<file path="src/rtl/elastic_pipe_buffer.sv">
// DEPTH-entry valid/ready elastic buffer with occupancy count, almost-full flag and synchronous flush.
// Circular buffer with explicit pointer wrap, so DEPTH need not be a power of two.
module elastic_pipe_buffer #(
    parameter int DATA_WIDTH         = 32,
    parameter int DEPTH              = 4,
    parameter int ALMOST_FULL_THRESH = DEPTH - 1
) (
    input  logic                         clk,
    input  logic                         reset_n,
    input  logic                         flush,
    input  logic                         in_valid,
    output logic                         in_ready,
    input  logic [DATA_WIDTH-1:0]        in_data,
    output logic                         out_valid,
    input  logic                         out_ready,
    output logic [DATA_WIDTH-1:0]        out_data,
    output logic [$clog2(DEPTH+1)-1:0]   count,
    output logic                         almost_full
);

    localparam int CW = $clog2(DEPTH + 1);
    localparam int PW = $clog2(DEPTH);
    localparam logic [CW-1:0] FULL_C   = CW'(DEPTH);
    localparam logic [CW-1:0] THRESH_C = CW'(ALMOST_FULL_THRESH);
    localparam logic [PW-1:0] LAST_C   = PW'(DEPTH - 1);

    logic [DATA_WIDTH-1:0] mem [DEPTH];

    logic [PW-1:0] wr_ptr_reg, wr_ptr_next;
    logic [PW-1:0] rd_ptr_reg, rd_ptr_next;
    logic [CW-1:0] count_reg, count_next;
    logic          push, pop;

    // No pass-through when full: a pop at full frees a slot only for the next cycle.
    assign in_ready    = reset_n & ~flush & (count_reg != FULL_C);
    assign out_valid   = (count_reg != '0);
    assign push        = in_valid & in_ready;
    assign pop         = out_valid & out_ready;
    assign out_data    = mem[rd_ptr_reg];
    assign count       = count_reg;
    assign almost_full = (count_reg >= THRESH_C);

    always_comb begin
        wr_ptr_next = wr_ptr_reg;
        rd_ptr_next = rd_ptr_reg;
        count_next  = count_reg;
        if (push) begin
            wr_ptr_next = (wr_ptr_reg == LAST_C) ? '0 : wr_ptr_reg + 1'b1;
        end
        if (pop) begin
            rd_ptr_next = (rd_ptr_reg == LAST_C) ? '0 : rd_ptr_reg + 1'b1;
        end
        if (push && !pop) begin
            count_next = count_reg + 1'b1;
        end else if (pop && !push) begin
            count_next = count_reg - 1'b1;
        end
    end

    // Reset outranks flush; a pop coinciding with flush is discarded with the contents.
    always_ff @(posedge clk) begin
        if (!reset_n || flush) begin
            wr_ptr_reg <= '0;
            rd_ptr_reg <= '0;
            count_reg  <= '0;
        end else begin
            wr_ptr_reg <= wr_ptr_next;
            rd_ptr_reg <= rd_ptr_next;
            count_reg  <= count_next;
        end
    end

    // Storage is deliberately not reset so it can map onto block RAM.
    always_ff @(posedge clk) begin
        if (push) begin
            mem[wr_ptr_reg] <= in_data;
        end
    end

endmodule

</file>
<file path="config.mk">
export PLATFORM = sky130hd
export DESIGN_NAME = elastic_pipe_buffer
export DESIGN_NICKNAME = d
export VERILOG_FILES = /design/src/rtl/elastic_pipe_buffer.sv
export SDC_FILE = /design/constraint.sdc
export NUM_CORES = 1
export LEC_CHECK = 0
export ABC_CLOCK_PERIOD_IN_PS = 2880
export CAP_MARGIN = 20
export CORE_MARGIN = 2
export CORE_UTILIZATION = 50
export CTS_CLUSTER_DIAMETER = 100
export DETAILED_ROUTE_END_ITERATION = 7
export GPL_TIMING_DRIVEN = 0
export PLACE_DENSITY = 0.74
export SLEW_MARGIN = 20
export SYNTH_ARGS = -nofsm -noshare
export SYNTH_HDL_FRONTEND = slang
export SYNTH_SLANG_ARGS = --single-unit
</file>
<file path="constraint.sdc">
create_clock -name clk -period 2.88 [get_ports clk]
set_input_delay 0.576 -clock clk [delete_from_list [all_inputs] [get_ports clk]]
set_output_delay 0.576 -clock clk [all_outputs]
set_load 0.02 [all_outputs]
</file>
==> flow_summary.yaml <==
# implementation run metrics
power:
  ir_worst_vdd_uv: 451
  power.internal_mw: 3.74
  power_density_mw_per_mm2: 691
  power.switching_fraction_pct: 19.8
  combinational_fraction_of_design_power_pct: 5.0
  p_leak_nw: 2.31
  power_frac_seq_pct: 47.5
  share_of_power_burned_in_the_clock_network_pct: 47.5
  power_switching_mw: 0.921
routing:
  detail_route.vias_per_cell: 5.24
  antenna_violating_nets_post_route: 0
  initialDrtViolationCount: 130
  drtPass1Iterations: 6
  drc: 0
  met2_length_mm: 4.37
  wl_met1_mm: 3.54
  highest_layer: "met4"
floorplan:
  floorplan.rows: 36
  floorplan.die.width_um: 105
  die_height_um: 105
  floorplan.core_util_pct: 52.0
  top_level_ports: 75
  design.die.area_mm2: 0.0111
  placeableCoreArea_mm2: 0.00986
placement:
  detailedPlace.worstSlack_ps: -116
  place_congestion: 0.653
  buffer_ports.inserted: 74
synth:
  post-synth-top-area-fraction_pct: 74.9
  post_synth_main_area_contributors: "sky130_fd_sc_hd__edfxtp_1 (75%), sky130_fd_sc_hd__mux4_2 (14%), sky130_fd_sc_hd__dfxtp_1 (3.5%)"
  dominantRegCellSynth: "sky130_fd_sc_hd__edfxtp_1"
  ys_seq_share_pct: 78.4
  synth_warnings: 0
  ys_ff: 137
  synth_dominant_cell_count: "sky130_fd_sc_hd__edfxtp_1"
  syn_nets: 260
  post_synth_inst_count: 216
  postSynth.asyncResetShare_pct: 0
  synth_cell_types: 23
  top_area_cell: "sky130_fd_sc_hd__edfxtp_1"
  synth.yosys.chip_area_mm2: 0.00513
flow_run:
  max_cap_viol_count: 0
  stage_log_warnings: 29
finish:
  largest_register_ff_count: 128
  layout-drive-gt1-share_pct: 26.4
  layout-area-overhead-vs-synth_pct: 31.3
  antenna_cells: 0
  layout.nets: 357
  finalNonFillerCells: 459
  mostFrequentLayoutCells: "sky130_fd_sc_hd__edfxtp_1 (128), sky130_fd_sc_hd__clkdlybuf4s50_1 (44), sky130_fd_sc_hd__mux4_2 (32), sky130_fd_sc_hd__dlygate4sd2_1 (22), sky130_fd_sc_hd__clkbuf_16 (16)"
  layout_top_cell: "sky130_fd_sc_hd__edfxtp_1"
setup_path:
  worst-r2r-setup-slack_ps: 500
  worstSetupStartpointType: "flip-flop"
  worstReg2RegStart: "count[0]"
  r2r_end: "count[2]"
  r2r_cells: 8
  worstPathMaxFanout: 5
  crit_path_end_kind: "output pin"
  required_ps: 2300
cts:
  clock_slew_at_the_register_clock_pins_of_the_worst_setup_and_hold_paths_ps: 60
  ctsLongestPathBuffers: 2
  cts_buffers: 17
  clock.latency.late_pin_ps: 510
  cts_hold_buffers: 0
  tritoncts: "done"
  cts_sinks: 137
worst_hold_path:
  timing.hold.worst_endpoint: "rd_ptr_reg[0]"
  hold_path.startpoint: "rd_ptr_reg[0]"
  min-delay-path-class: "flip-flop to flip-flop"
outcome:
  run_status: "completed"
grt:
  largest_net_degree_at_the_start_of_global_routing: 23
  grt_overflow: 0
  grt_antenna_before_repair: 0
  global_route_wire_length_before_repair_mm: 13.6
  grt_pass1_vias: 2573
sta:
  timing_worst_slew_pin_value_ps: 492
  setup_ws_ps: 229
  final_max_slew_viol_count: 0
  timing.hold.ws_ps: 495
  grt_setup_unrepaired: "no"
  clock_skew_ps: 4.99
  slew-limit-headroom_pct: 67.2
  timing.fmax_mhz: 377
  finalCritPeriodShare_pct: 92.0
  hold_viol: 0
  finalCriticalPeriod_ps: 2650
layout make-up:
class	count	area [µm²]
Inverter	3	11.3
Tap cell	133	166
Fill cell	643	3120
Buffer	8	65.1
Clock inverter	14	198
Sequential cell	137	4020
Timing Repair Buffer	78	821
Multi-Input combinational cell	68	1040
Clock buffer	18	418
cell families (layout without fill, tap and decap cells):
logic type               count (synthesis)  after routing  synth area share (%)
flip-flops                             137            137                  78.4
multiplexers                            36             36                  15.0
AND/OR/NAND/NOR                         18             18                  2.19
buffers and inverters                   11            121                  1.49
adder cells (fa/ha/maj)                  7              7                  1.85
AND-OR/OR-AND                            5              5                 0.707
XOR/XNOR                                 2              2                 0.341
power groups by stage:
stage | logic (mW) | clock network [mW] | registers [mW]
floorplan | 0.108 | 0 | 2.26
global placement | 0.236 | 0 | 2.25
detailed placement | 0.245 | 0 | 2.25
CTS | 0.236 | 2.25 | 2.21
global route | 0.250 | 2.34 | 2.21
finish | 0.231 | 2.21 | 2.21
metal layers:
metal / up-vias / track usage [%]
met3: 10 / 5.19
met5: - / 0
li1: 1101 / -
met2: 64 / 27.8
met1: 1231 / 21.0
met4: 0 / 6.00
what timing repair did:
action	in CTS	in global routing
gates cloned	0	0
pin swaps	0	0
setup endpoints to repair	22	8
gates resized	22	8
worst max-delay path: stages, from the launching register on:
cell and delay, ps:
sky130_fd_sc_hd__dfxtp_1 300, sky130_fd_sc_hd__buf_2 180, sky130_fd_sc_hd__mux4_2 510, sky130_fd_sc_hd__clkdlybuf4s50_1 580
how the worst max path moves through the flow:
stage | slack (ps) | to | startpoint
after floorplan | 470 | count[2] | flush
after global placement | -560 | mem[0][5] | flush
after detailed placement | -120 | count[2] | flush
after CTS | 1 | out_data[29] | flip-flop
after global routing | 110 | out_data[26] | flip-flop
final | 230 | out_data[21] | flip-flop
Fig. 1: metal layers overlaid
Bar = 20 µm. Two of the layers only.
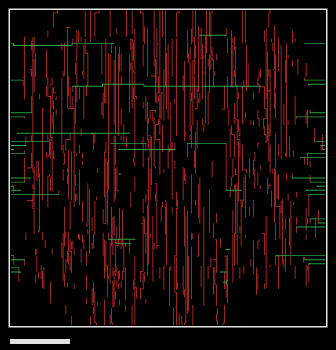
[red] M2 | wire length: 4370 µm
[green] M3 | wire length: 417 µm
overall routing resource usage: 16.8%
WL per Instance: 18.4 µm
total wire length after detailed routing: 8.45 mm
total via count in the routed design: 2406

Fig. 2: cell classes on the final placement
Bar = 20 µm. Fill, decap, tap and diode cells in grey.
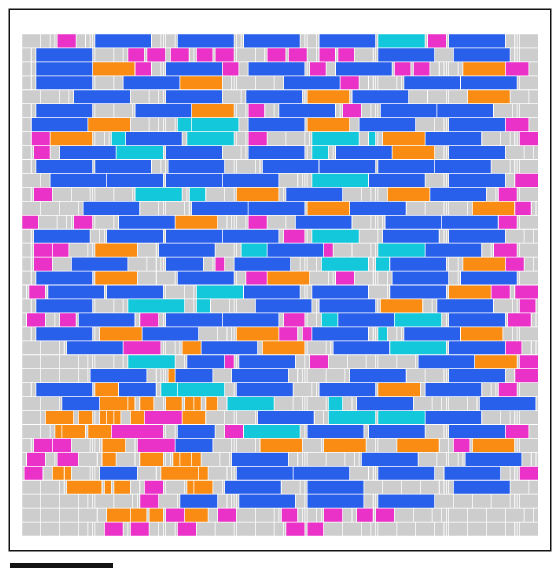
[magenta] remaining buffers and delay cells | cells: 86
[cyan] clock drivers and dummy loads | cells: 32
[blue] registers | cells: 137
[orange] remaining logic cells | cells: 71
fraction of area in registers: 59.7%
Final Instance Area: 0.00674 mm²
final core occ: 68.3%

No activity file was given, so power comes from the tool's default toggle rates.
